==> config.mk <==
export PLATFORM = sky130hd
export DESIGN_NAME = insn_load_ctrl
export DESIGN_NICKNAME = d
export VERILOG_FILES = /design/src/rtl/insn_load_ctrl_pkg.sv /design/src/rtl/insn_load_ctrl.sv
export SDC_FILE = /design/constraint.sdc
export NUM_CORES = 1
export LEC_CHECK = 0
export ABC_AREA = 1
export CORE_AREA = 5 5 88 90
export CTS_CLUSTER_SIZE = 40
export DETAILED_ROUTE_END_ITERATION = 12
export DIE_AREA = 0 0 93 95
export HOLD_SLACK_MARGIN = 0.05
export PLACE_DENSITY = 0.91
export REMOVE_ABC_BUFFERS = 1
export SYNTH_ARGS = -nofsm -noshare
export SYNTH_HDL_FRONTEND = slang
export SYNTH_SLANG_ARGS = --single-unit
==> constraint.sdc <==
create_clock -name clk -period 4.73 [get_ports clk]
set_input_delay 0.946 -clock clk [delete_from_list [all_inputs] [get_ports clk]]
set_output_delay 0.946 -clock clk [all_outputs]
set_load 0.03 [all_outputs]
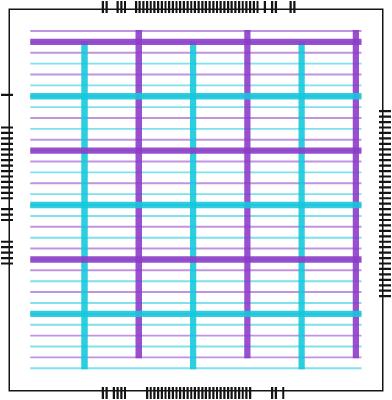
*PDN straps and rails, run 1*
Drawn at 4 px/µm. Pins as bars on the die edge.
legend:
  cyan:
    net: VSS
  purple:
    net: VDD
signal pins: 140
met5 straps: 6
met4 straps: 6
height of the die: 95 µm
DIE WIDTH: 93 µm
core area: 0.006982 mm²
Max VDD drop: 0.0003205 V

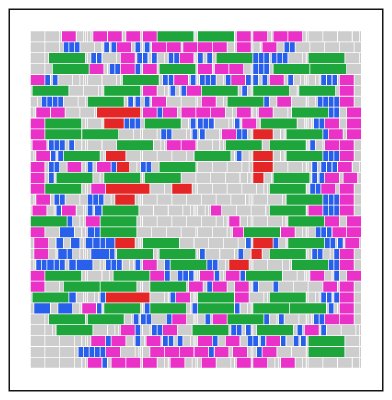
*Cell classes on the final placement, run 1*
Drawn at 4 px/µm. Fill, decap, tap and diode cells in grey.
legend:
  blue:
    class: combinational and other logic
    cells: 224
    share_of_their_area: 20%
  magenta:
    class: remaining buffers and delay cells
    cells: 142
    share_of_their_area: 32%
  green:
    class: sequential cells
    cells: 74
    share_of_their_area: 42%
  red:
    class: clock drivers and dummy loads
    cells: 16
    share_of_their_area: 5.7%
register fraction of the total cell area: 41.02%
summed area of non-filler cells in the final layout: 0.004514 mm²
core utilization of the finished layout: 64.66%

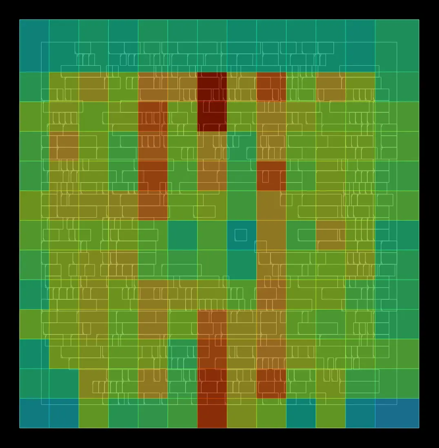
*Routing congestion map, run 1*
met1 Usage GRT: 19.68%
overall track demand over capacity in global routing: 16.77%
DR WL/cell: 13.80 µm
global-route met2 utilization: 29.93%
global-route met3 utilization: 4.542%

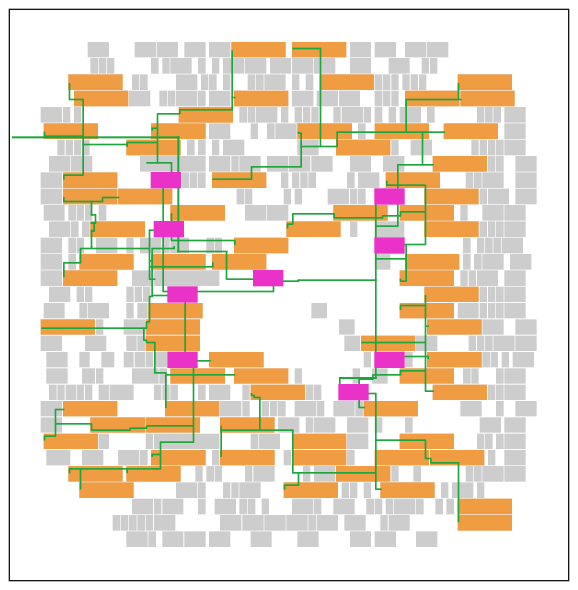
*Routed clock nets over the placement, run 1*
Drawn at 6 px/µm.
legend:
  magenta:
    item: clock drivers
    count: 9
  green:
    item: clock wires
    length: 816 µm
  orange:
    item: flip-flops
    count: 74
routed clock nets: 10
flops lie: spread over the die
clock latency of the later-clocked register in the worst-skew pair: 320 ps
Worst Clk Skew: 5.141 ps
Clk network pwr share: 25.3%
power of the clock network: 593 µW

==> flow_metrics.py, run 1 <==
# Physical implementation metrics
metrics = {
    "logic_synthesis": {
        "most_common_cell": "nand2_1",
        "ys_seq_share_pct": 65.52,
        "yosys.area.top_type_share_pct": 65.52,
        "synth.avg_cell_area_um2": 9.059,
        "ys_async_sr_fraction_pct": 100.0,
        "edf_count": 0,
        "aoi_share_pct": 0.3541,
        "ys_seq_elements": 74,
        "flop_cell": "dfrtp_1",
        "synth.cell_area_mm2": 0.002826,
        "top_cells_by_area": "dfrtp_1, nand2_1, buf_6",
        "yosys_cells": 312,
        "post_synth_and_or_nand_nor_area_fraction_pct": 29.48,
        "yosys-mux-area-fraction_pct": 0,
        "post_synth_main_logic_family": "simple AND/OR/NAND/NOR gates",
        "yosys.area_share.xor_xnor_pct": 0,
        "synthesis.instances": 312,
        "yosys-stat-area_mm2": 0.002826,
        "synth.distinct_cells": 17,
        "post_synth_most_frequent_cells": "nand2_1, dfrtp_1",
    },
    "power": {
        "power.sequential.fraction_pct": 37.2,
        "power_leader": "combinational logic",
        "powerSeq_uw": 873,
        "share_comb_of_total_power_pct": 37.6,
        "totalPowerFinal_uw": 2348,
        "powerComb_uw": 882,
        "p_sw_share_pct": 35.12,
        "p_switching_uw": 824.6,
    },
    "final_layout": {
        "final_net_count": 521,
        "inverters_excl_clock": 9,
        "final-nonclk-buf-share_pct": 31.32,
        "layout_clock_buffers": 10,
        "largest_register_ff_count": 64,
        "nFlopsAndLatches": 74,
        "n_all_buffers": 142,
        "most-common-layout-cells": "nand2_1, clkdlybuf4s50_1, dfrtp_1",
        "logic_gate_count": 215,
        "final-clk-cell-share_pct": 5.571,
        "comb_area_um2": 860.8,
        "final_common_cell": "nand2_1",
        "final_layout_size_suffix_gt1_share_pct": 6.360,
        "num_antenna_cells": 0,
    },
    "critical_path": {
        "crit_path_launch_type": "input port",
        "timing.critical_path.slowest_cell_delay_ps": 660,
        "timing.critical_path.depth": 5,
        "critical_path.most_common_cell": "clkdlybuf4s50_1",
        "critical_path_class": "input port to output port",
        "cp_data_required_time_ps": 3780,
        "cp_data_arrival_time_ps": 2330,
        "timing.critical_path.cells": "clkdlybuf4s50_1, inv_2, nand3_2, inv_1, clkdlybuf4s50_1",
        "critPathSlowestCell": "clkdlybuf4s50_1",
        "worst-r2r-setup-slack_ps": 2790,
    },
    "die": {
        "num_tap_cells": 82,
        "io_pins": 140,
        "num_rows": 31,
    },
    "global_routing": {
        "layer_carrying_the_most_global_route_usage": "met2",
        "grt_antenna_before_repair": 0,
        "largest_net_degree_at_the_start_of_global_routing": 46,
        "first_global_vias": 2471,
    },
    "clock_network": {
        "postCtsSetupRepairBufs": 0,
        "clkSinkCount": 74,
        "clock-root-buffer": "clkbuf_8",
        "htree_levels": 3,
    },
    "place": {
        "post-place-cells": 522,
        "globalplace.congestion": 0.7243,
        "placedInstanceArea_mm2": 0.004263,
        "portBuffers": 139,
    },
    "sta": {
        "timing_max_transition_violations_final": 0,
        "totalNegativeSetupSlack_ps": 0,
        "timing.max_slew.rel_slack_pct": 39.20,
        "setup_ws_ps": 1450,
        "report.final.setup_viol": 0,
        "hold_violations": 0,
        "clock.fmax_ghz": 0.3049,
    },
    "detailed_routing": {
        "drc": 0,
        "dr.pass1.iters": 4,
        "drt.antenna.violating_nets": 0,
        "wirelength_met1_um": 2944,
        "dr.first_iter.drc_count": 83,
    },
    "run_status": {
        "status": "finished clean",
    },
    "min_path": {
        "min_path_cells": 2,
        "min_path_type": "flop to flop",
    },
}
## Run 2: what changed since run 1
--- a/config.mk
+++ b/config.mk
@@ -6,12 +6,12 @@
 export NUM_CORES = 1
 export LEC_CHECK = 0
 export ABC_AREA = 1
-export CORE_AREA = 5 5 88 90
+export CORE_AREA = 5 5 91 93
 export CTS_CLUSTER_SIZE = 40
 export DETAILED_ROUTE_END_ITERATION = 12
-export DIE_AREA = 0 0 93 95
+export DIE_AREA = 0 0 96 98
 export HOLD_SLACK_MARGIN = 0.05
-export PLACE_DENSITY = 0.91
+export PLACE_DENSITY = 0.86
 export REMOVE_ABC_BUFFERS = 1
 export SYNTH_ARGS = -nofsm -noshare
 export SYNTH_HDL_FRONTEND = slang
==> constraint.sdc (replaced) <==
create_clock -name clk -period 3.42 [get_ports clk]
set_input_delay 0.684 -clock clk [delete_from_list [all_inputs] [get_ports clk]]
set_output_delay 0.684 -clock clk [all_outputs]
set_load 0.03 [all_outputs]
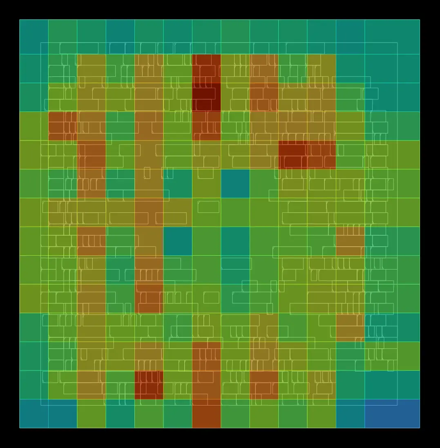
*Routing congestion map, run 2*
DR WL/cell: 12.81 µm
layer carrying the most global-route usage: met2
core utilization of the finished layout: 61.29%
global-route met3 utilization: 5.932%
global-route met2 utilization: 25.92%

==> flow_metrics.py, run 2 <==
# Physical implementation metrics
metrics = {
    "power": {
        "p_switching_uw": 1116,
        "totalPowerFinal_uw": 3229,
        "powerSeq_uw": 1200,
        "power.sequential.fraction_pct": 37.2,
        "share_comb_of_total_power_pct": 37.7,
        "powerComb_uw": 1220,
    },
    "sta": {
        "totalNegativeSetupSlack_ps": 0,
        "clock.fmax_ghz": 0.3611,
        "hold_violations": 0,
        "clock_skew_ps": 13.89,
        "timing.max_slew.rel_slack_pct": 47.66,
        "timing_max_transition_violations_final": 0,
        "report.final.setup_viol": 0,
    },
    "critical_path": {
        "cp_data_arrival_time_ps": 2090,
        "cp_data_required_time_ps": 2740,
        "timing.critical_path.depth": 5,
        "critical_path_class": "input port to output port",
        "critPathSlowestCell": "clkdlybuf4s50_1",
    },
    "logic_synthesis": {
        "aoi_share_pct": 0.3541,
        "post_synth_most_frequent_cells": "nand2_1, dfrtp_1",
        "ys_async_sr_fraction_pct": 100.0,
        "synth.cell_area_mm2": 0.002826,
        "ys_seq_share_pct": 65.52,
        "yosys_cells": 312,
        "post_synth_and_or_nand_nor_area_fraction_pct": 29.48,
        "most_common_cell": "nand2_1",
        "edf_count": 0,
        "yosys-mux-area-fraction_pct": 0,
        "synth.avg_cell_area_um2": 9.059,
        "synth.distinct_cells": 17,
        "yosys.area.top_type_share_pct": 65.52,
        "post_synth_main_logic_family": "simple AND/OR/NAND/NOR gates",
        "yosys-stat-area_mm2": 0.002826,
        "synthesis.instances": 312,
        "top_cells_by_area": "dfrtp_1, nand2_1, buf_6",
    },
    "global_routing": {
        "first_global_vias": 2471,
        "globalRouteMet1Util_pct": 18.63,
        "largest_net_degree_at_the_start_of_global_routing": 39,
    },
    "detailed_routing": {
        "drc": 0,
        "dr.first_iter.drc_count": 75,
        "drt.antenna.violating_nets": 0,
        "dr.pass1.iters": 4,
    },
    "die": {
        "num_tap_cells": 102,
        "num_rows": 32,
        "io_pins": 140,
        "die_w_um": 96,
        "fp.dieH_um": 98,
    },
    "clock_network": {
        "htree_levels": 3,
        "postCtsSetupRepairBufs": 0,
        "clock-root-buffer": "clkbuf_8",
        "clkSinkCount": 74,
    },
    "final_layout": {
        "layout_clock_buffers": 12,
        "logic_gate_count": 215,
        "comb_area_um2": 860.8,
        "nFlopsAndLatches": 74,
        "n_all_buffers": 143,
        "inverters_excl_clock": 9,
        "most-common-layout-cells": "nand2_1, clkdlybuf4s50_1, dfrtp_1",
        "area.share.sequential_pct": 40.57,
        "final-nonclk-buf-share_pct": 31.69,
        "final_net_count": 522,
    },
    "place": {
        "portBuffers": 139,
        "placedInstanceArea_mm2": 0.004320,
    },
    "min_path": {
        "min_path_type": "flop to flop",
    },
    "run_status": {
        "status": "finished clean",
    },
}
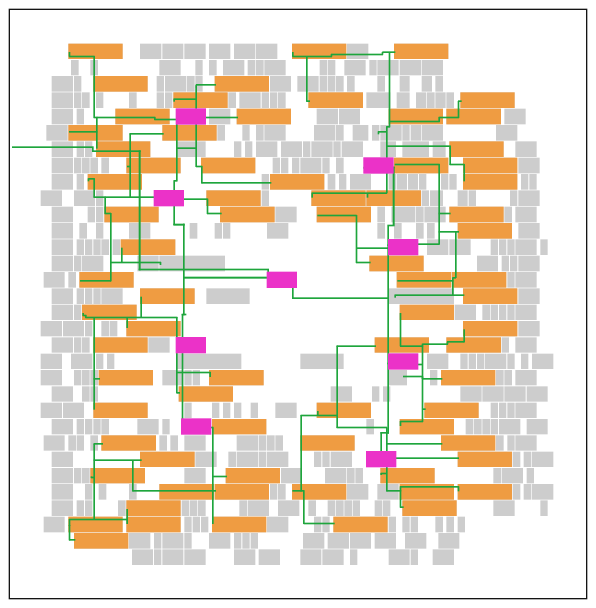
*Routed clock nets over the placement, run 2*
Drawn at 6 px/µm.
legend:
  green:
    item: clock wires
    length: 863 µm
  orange:
    item: flip-flops
    count: 74
  magenta:
    item: clock drivers
    count: 9
routed clock nets: 10
clock latency of the later-clocked register in the worst-skew pair: 330 ps
power of the clock network: 810 µW
Clk network pwr share: 25.1%

Power figures rest on the tool's default switching activity, not on a simulated workload.
